`src/rtl/predictor_update_ctrl.sv`:
```
// Branch-predictor update controller: queues resolved-branch updates and drains them into the
// counter table, with a table-clear sweep. Define PRED_UPDATE_BYPASS_EN to let an update skip an empty queue.
module predictor_update_ctrl #(
    parameter int LOCAL_WIDTH = 12,
    parameter int QUEUE_DEPTH = 4
) (
    input  logic                   clockIn,
    input  logic                   resetIn,
    input  logic                   readyIn,
    input  logic                   updateValid,
    input  logic [31:0]            updateInstr,
    input  logic                   taken,
    input  logic                   clearReq,
    output logic                   updateFull,
    output logic                   clearBusy,
    output logic                   tableWe,
    output logic [LOCAL_WIDTH-1:0] tableAddr,
    output logic                   tableTaken,
    output logic                   tableClear,
    output logic [7:0]             dropCount
);

    localparam int PTR_W = $clog2(QUEUE_DEPTH);
    localparam int CNT_W = PTR_W + 1;
    localparam logic [CNT_W-1:0]       FULL_COUNT = CNT_W'(QUEUE_DEPTH);
    localparam logic [LOCAL_WIDTH-1:0] LAST_INDEX = '1;

    typedef enum logic {
        CLEAR,
        RUN
    } stateT;

    stateT                  state;
    logic [LOCAL_WIDTH-1:0] sweepPtr;
    logic [LOCAL_WIDTH-1:0] queueIndex [QUEUE_DEPTH];
    logic                   queueTaken [QUEUE_DEPTH];
    logic [PTR_W-1:0]       headPtr;
    logic [PTR_W-1:0]       tailPtr;
    logic [CNT_W-1:0]       count;
    logic [CNT_W-1:0]       countNext;
    logic [LOCAL_WIDTH-1:0] updateIndex;
    logic                   accept;
    logic                   drop;
    logic                   bypass;
    logic                   push;
    logic                   pop;
    logic                   unusedInstrBits;

    assign updateIndex     = updateInstr[LOCAL_WIDTH+1:2];
    assign unusedInstrBits = ^{updateInstr[31:LOCAL_WIDTH+2], updateInstr[1:0]};

    // Fullness comes from the registered count only, so a pop in the same cycle never frees a slot early.
    assign updateFull = (count == FULL_COUNT);
    assign accept     = readyIn && updateValid && !updateFull;
    assign drop       = readyIn && updateValid && updateFull;
    assign pop        = readyIn && (state == RUN) && !clearReq && (count != '0);

`ifdef PRED_UPDATE_BYPASS_EN
    assign bypass = accept && (state == RUN) && !clearReq && (count == '0);
`else
    assign bypass = 1'b0;
`endif

    assign push = accept && !bypass;

    always_comb begin
        countNext = count;
        case ({push, pop})
            2'b10:   countNext = count + CNT_W'(1);
            2'b01:   countNext = count - CNT_W'(1);
            default: countNext = count;
        endcase
    end

    // Queue storage needs no reset: entries are only ever read behind a valid count.
    always_ff @(posedge clockIn) begin
        if (push) begin
            queueIndex[tailPtr] <= updateIndex;
            queueTaken[tailPtr] <= taken;
        end
    end

    always_ff @(posedge clockIn or negedge resetIn) begin
        if (!resetIn) begin
            state      <= CLEAR;
            sweepPtr   <= '0;
            headPtr    <= '0;
            tailPtr    <= '0;
            count      <= '0;
            dropCount  <= '0;
            tableWe    <= 1'b0;
            tableAddr  <= '0;
            tableTaken <= 1'b0;
            tableClear <= 1'b0;
            clearBusy  <= 1'b1;
        end else if (!readyIn) begin
            tableWe <= 1'b0;
        end else begin
            if (push) begin
                tailPtr <= tailPtr + 1'b1;
            end
            if (pop) begin
                headPtr <= headPtr + 1'b1;
            end
            count <= countNext;
            if (drop && (dropCount != 8'hFF)) begin
                dropCount <= dropCount + 8'd1;
            end

            tableWe    <= 1'b0;
            tableClear <= 1'b0;

            // A clear request always restarts the sweep; the first write of the new sweep comes on the next edge.
            if (clearReq) begin
                state     <= CLEAR;
                sweepPtr  <= '0;
                clearBusy <= 1'b1;
            end else if (state == CLEAR) begin
                tableWe    <= 1'b1;
                tableClear <= 1'b1;
                tableAddr  <= sweepPtr;
                sweepPtr   <= sweepPtr + 1'b1;
                clearBusy  <= 1'b1;
                if (sweepPtr == LAST_INDEX) begin
                    state <= RUN;
                end
            end else begin
                clearBusy <= 1'b0;
                if (pop) begin
                    tableWe    <= 1'b1;
                    tableAddr  <= queueIndex[headPtr];
                    tableTaken <= queueTaken[headPtr];
                end else if (bypass) begin
                    tableWe    <= 1'b1;
                    tableAddr  <= updateIndex;
                    tableTaken <= taken;
                end
            end
        end
    end

endmodule

```
`config.mk`:
```
export PLATFORM = sky130hd
export DESIGN_NAME = predictor_update_ctrl
export DESIGN_NICKNAME = d
export VERILOG_FILES = /design/src/rtl/predictor_update_ctrl.sv
export SDC_FILE = /design/constraint.sdc
export NUM_CORES = 1
export LEC_CHECK = 0
export ABC_AREA = 1
export CELL_PAD_IN_SITES_DETAIL_PLACEMENT = 0
export CELL_PAD_IN_SITES_GLOBAL_PLACEMENT = 1
export CORE_UTILIZATION = 40
export DETAILED_ROUTE_END_ITERATION = 6
export GPL_TIMING_DRIVEN = 0
export PLACE_DENSITY_LB_ADDON = 0.1
export SLEW_MARGIN = 25
export SYNTH_ARGS = -nofsm -noshare
export SYNTH_HDL_FRONTEND = slang
export SYNTH_SLANG_ARGS = --single-unit
```
`constraint.sdc`:
```
create_clock -name clockIn -period 2.8 [get_ports clockIn]
set_input_delay 0.7 -clock clockIn [delete_from_list [all_inputs] [get_ports clockIn]]
set_output_delay 0.7 -clock clockIn [all_outputs]
set_load 0.02 [all_outputs]
```
==> impl_metrics.ini <==
; generated from flow reports
[run_status]
status = complete, no violations

[clocking]
hold_buffers = 0
cts_tree = done
cts_root_buf = clkbuf_8
cts.path.max_buffers = 2
htreeDepth = 3
numCtsBuffers = 9

[final_timing]
finalClockPeriodUsage = 0.935
setup_viol_count_final = 0
finalHoldViolCount = 0
max_freq_ghz = 0.382
max-slew-margin-rel = 0.452
layout_min_cycle_time_ns = 2.62
drv_slew = 0
tightest_slew_ns = 0.822
rsz0062_at_grt = no

[place]
portBuffers = 42
gp_congestion = 0.764
numPlacedInstances = 643
post-place-ws_ns = -0.381
dp_hpwl_mm = 6.61
placed_area_mm2 = 0.00499

[job]
cap_violations = 0
warnings = 49

[pwr]
power_frac_seq = 0.561
p_switching_uw = 749
power_frac_comb = 0.107
vdd_drop_max_mv = 0.305
finalPower_mw = 2.85
clkPwrFrac = 0.332
pwr_density_cell_mw_per_mm2 = 549

[worst_setup_path]
critPathMaxFanout = 4
r2r-start = state
arrival_ns = 2.90
critPathKind = input pin to flip-flop
crit_path_end_kind = flip-flop

[cells_and_area]
final_common_cell = nand2_1
nets = 564
area_growth_pct = 18.2

[route]
drc = 0
drt-initial-drc-count = 149
top_layer_used = met4
routed_via_density = 4.88
route.met3.wl_um = 398
m1WireLength_mm = 4.77

[die]
fp.dieW_um = 107

[yosys]
numSynthFlops = 96
ys_cells = 465

[grt]
grt_util_all_layers = 0.186
==> critical path: stages <==
cell	delay [ns]
clkdlybuf4s50_1	0.53
nor3_1	0.22
nand2_1	0.15
inv_1	0.14
ha_1	0.15
inv_1	0.07
fa_1	0.37
or2_2	0.30
nand3_1	0.08
xor2_1	0.18
==> area by class of cell <==
| cell class | instances | area share |
|---|---|---|
| clock inverters | 6 | 0.0149 |
| clock buffers | 9 | 0.0238 |
| plain buffers | 14 | 0.0142 |
| well taps | 136 | 0.0328 |
| flip-flops and latches | 96 | 0.513 |
| multi-input cells | 293 | 0.276 |
| repair buffers | 42 | 0.0802 |
| inverters | 62 | 0.0448 |
==> cells in the mapped netlist (all sizes together) <==
cell,number,share of area
nand2,113,0.099
nand3,63,0.072
inv,61,0.052
edfxtp,52,0.36
dfrtp,43,0.24
nor2,43,0.038
o21ai,26,0.032
a21oi,12,0.014
buf,10,0.013
or2,9,0.013
ha,7,0.020
o211ai,5,0.0085
clkbuf,4,0.0034
xor2,4,0.0080
nand4,3,0.0043
xnor2,2,0.0040
a31oi,1,0.0014
clkinv,1,0.00085
dfstp,1,0.0060
fa,1,0.0046
nand3b,1,0.0017
nor3,1,0.0011
o22ai,1,0.0014
o31ai,1,0.0017
==> registers in the layout, indices dropped and copies added, names as in the netlist <==
| register | cells |
|---|---|
| dropCount | 8 |
| queueTaken | 4 |
| tableAddr | 12 |
| headPtr | 2 |
| tableTaken | 1 |
| state | 1 |
| clearBusy | 1 |
| count | 3 |
| sweepPtr | 12 |
| tableWe | 1 |
| tailPtr | 2 |
| tableClear | 1 |
| queueIndex | 48 |
==> metal layers <==
layer / up-vias / GRT usage
li1: 1623 / -
met1: 1517 / 0.260
met2: 60 / 0.297
met3: 11 / 0.0304
met4: 0 / 0.0558
met5: - / 0
==> final timing paths <==
kind | endpoint | slack, ns | cells past startpoint
max reg2reg | count[2] | 0.38 | 12
max | count[2] | 0.18 | 10
max in group asynchronous | dropCount[2] | 2.07 | 1
min reg2reg | count[0] | 0.47 | 1
min in group clockIn | count[0] | 0.47 | 1
min | tableAddr[1] | 0.33 | 1
==> kinds of logic after synthesis <==
kind of cell	Yosys count	synth area share
flops	96	0.606
xor+xnor	6	0.0120
fa+ha+maj	8	0.0245
compound gates	46	0.0589
simple gates	233	0.229
buf+inv	76	0.0697
==> power by group through the flow <==
stage	Combinational, mW	Clock, mW	Sequential [mW]
after global placement	0.308	0	1.63
after global routing	0.343	1.01	1.61
after CTS	0.311	0.967	1.60
after detailed placement	0.310	0	1.63
after floorplan	0.101	0	1.67
final	0.306	0.946	1.60
==> stage by stage <==
step	util	TNS, ns
2_1_floorplan	-	0
3_3_place_gp	0.474	-36.42
3_5_place_dp	0.475	-6.83
4_1_cts	0.494	0
5_1_grt	0.494	0
6_report	0.494	0
==> images/placement_by_type.png <==
Bar = 20 um. Fill, decap, tap and diode cells in grey.
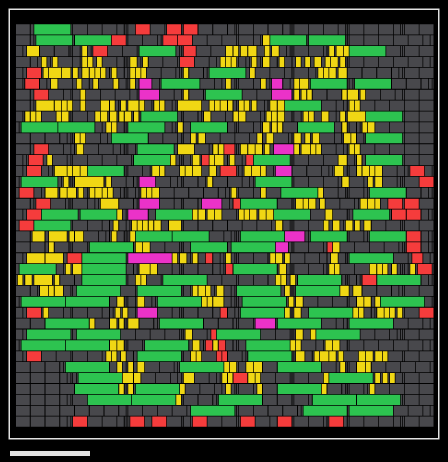
[combinational and other logic] yellow | cells: 355 | share of their area: 33%
[sequential cells] green | cells: 96 | share of their area: 53%
[remaining buffers and delay cells] red | cells: 56 | share of their area: 9.8%
[clock drivers and dummy loads] magenta | cells: 15 | share of their area: 4.0%
Seq/total area: 0.513
# rows: 37
post-route design area: 0.00519 mm2
Core Area: 0.0105 mm2
Final Util: 0.494

==> images/flops_by_reg.png <==
Bar = 20 um. Other sequential cells in the stronger grey, the rest of the logic in the fainter grey.
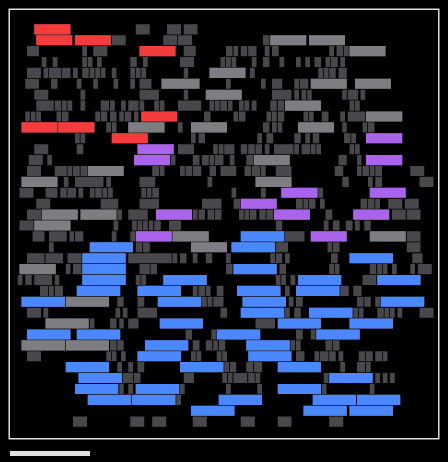
[`queueIndex`] blue | placed flops: 48
[`dropCount`] red | placed flops: 8 | where: upper left
[`tableAddr`] purple | placed flops: 12
not coloured: 28

==> images/placement.png <==
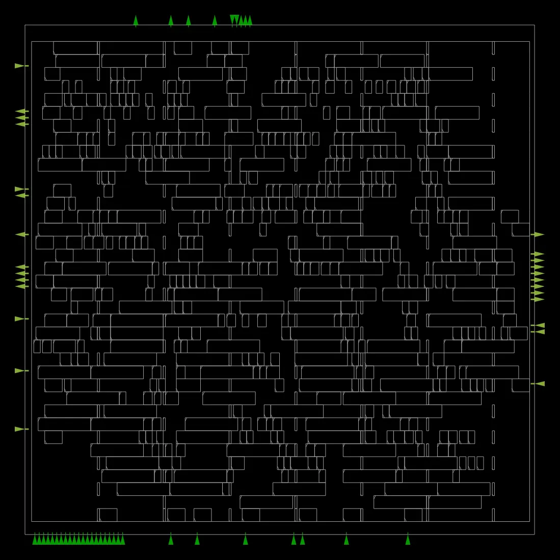
Tapcell Cnt: 136
Final Non-Filler Cells: 658
flop count: 96
Filler Cells Inserted: 992

==> images/wires.png <==
Bar = 20 um.
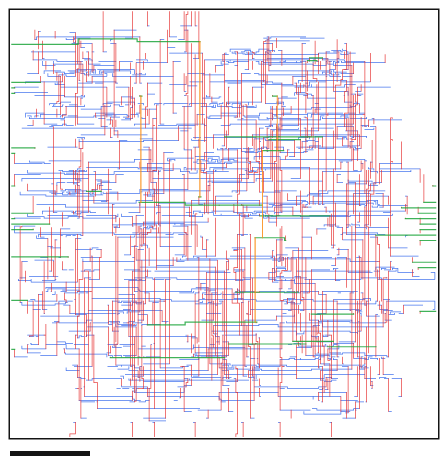
[metal 1] blue | wire length: 4,770 um
[metal 3] green | wire length: 398 um
[metal 2] red | wire length: 4,550 um
[metal 4] orange | wire length: 122 um
Post-Route WL: 9.84 mm
vias: 3,211

No activity file was given, so power comes from the tool's default toggle rates.
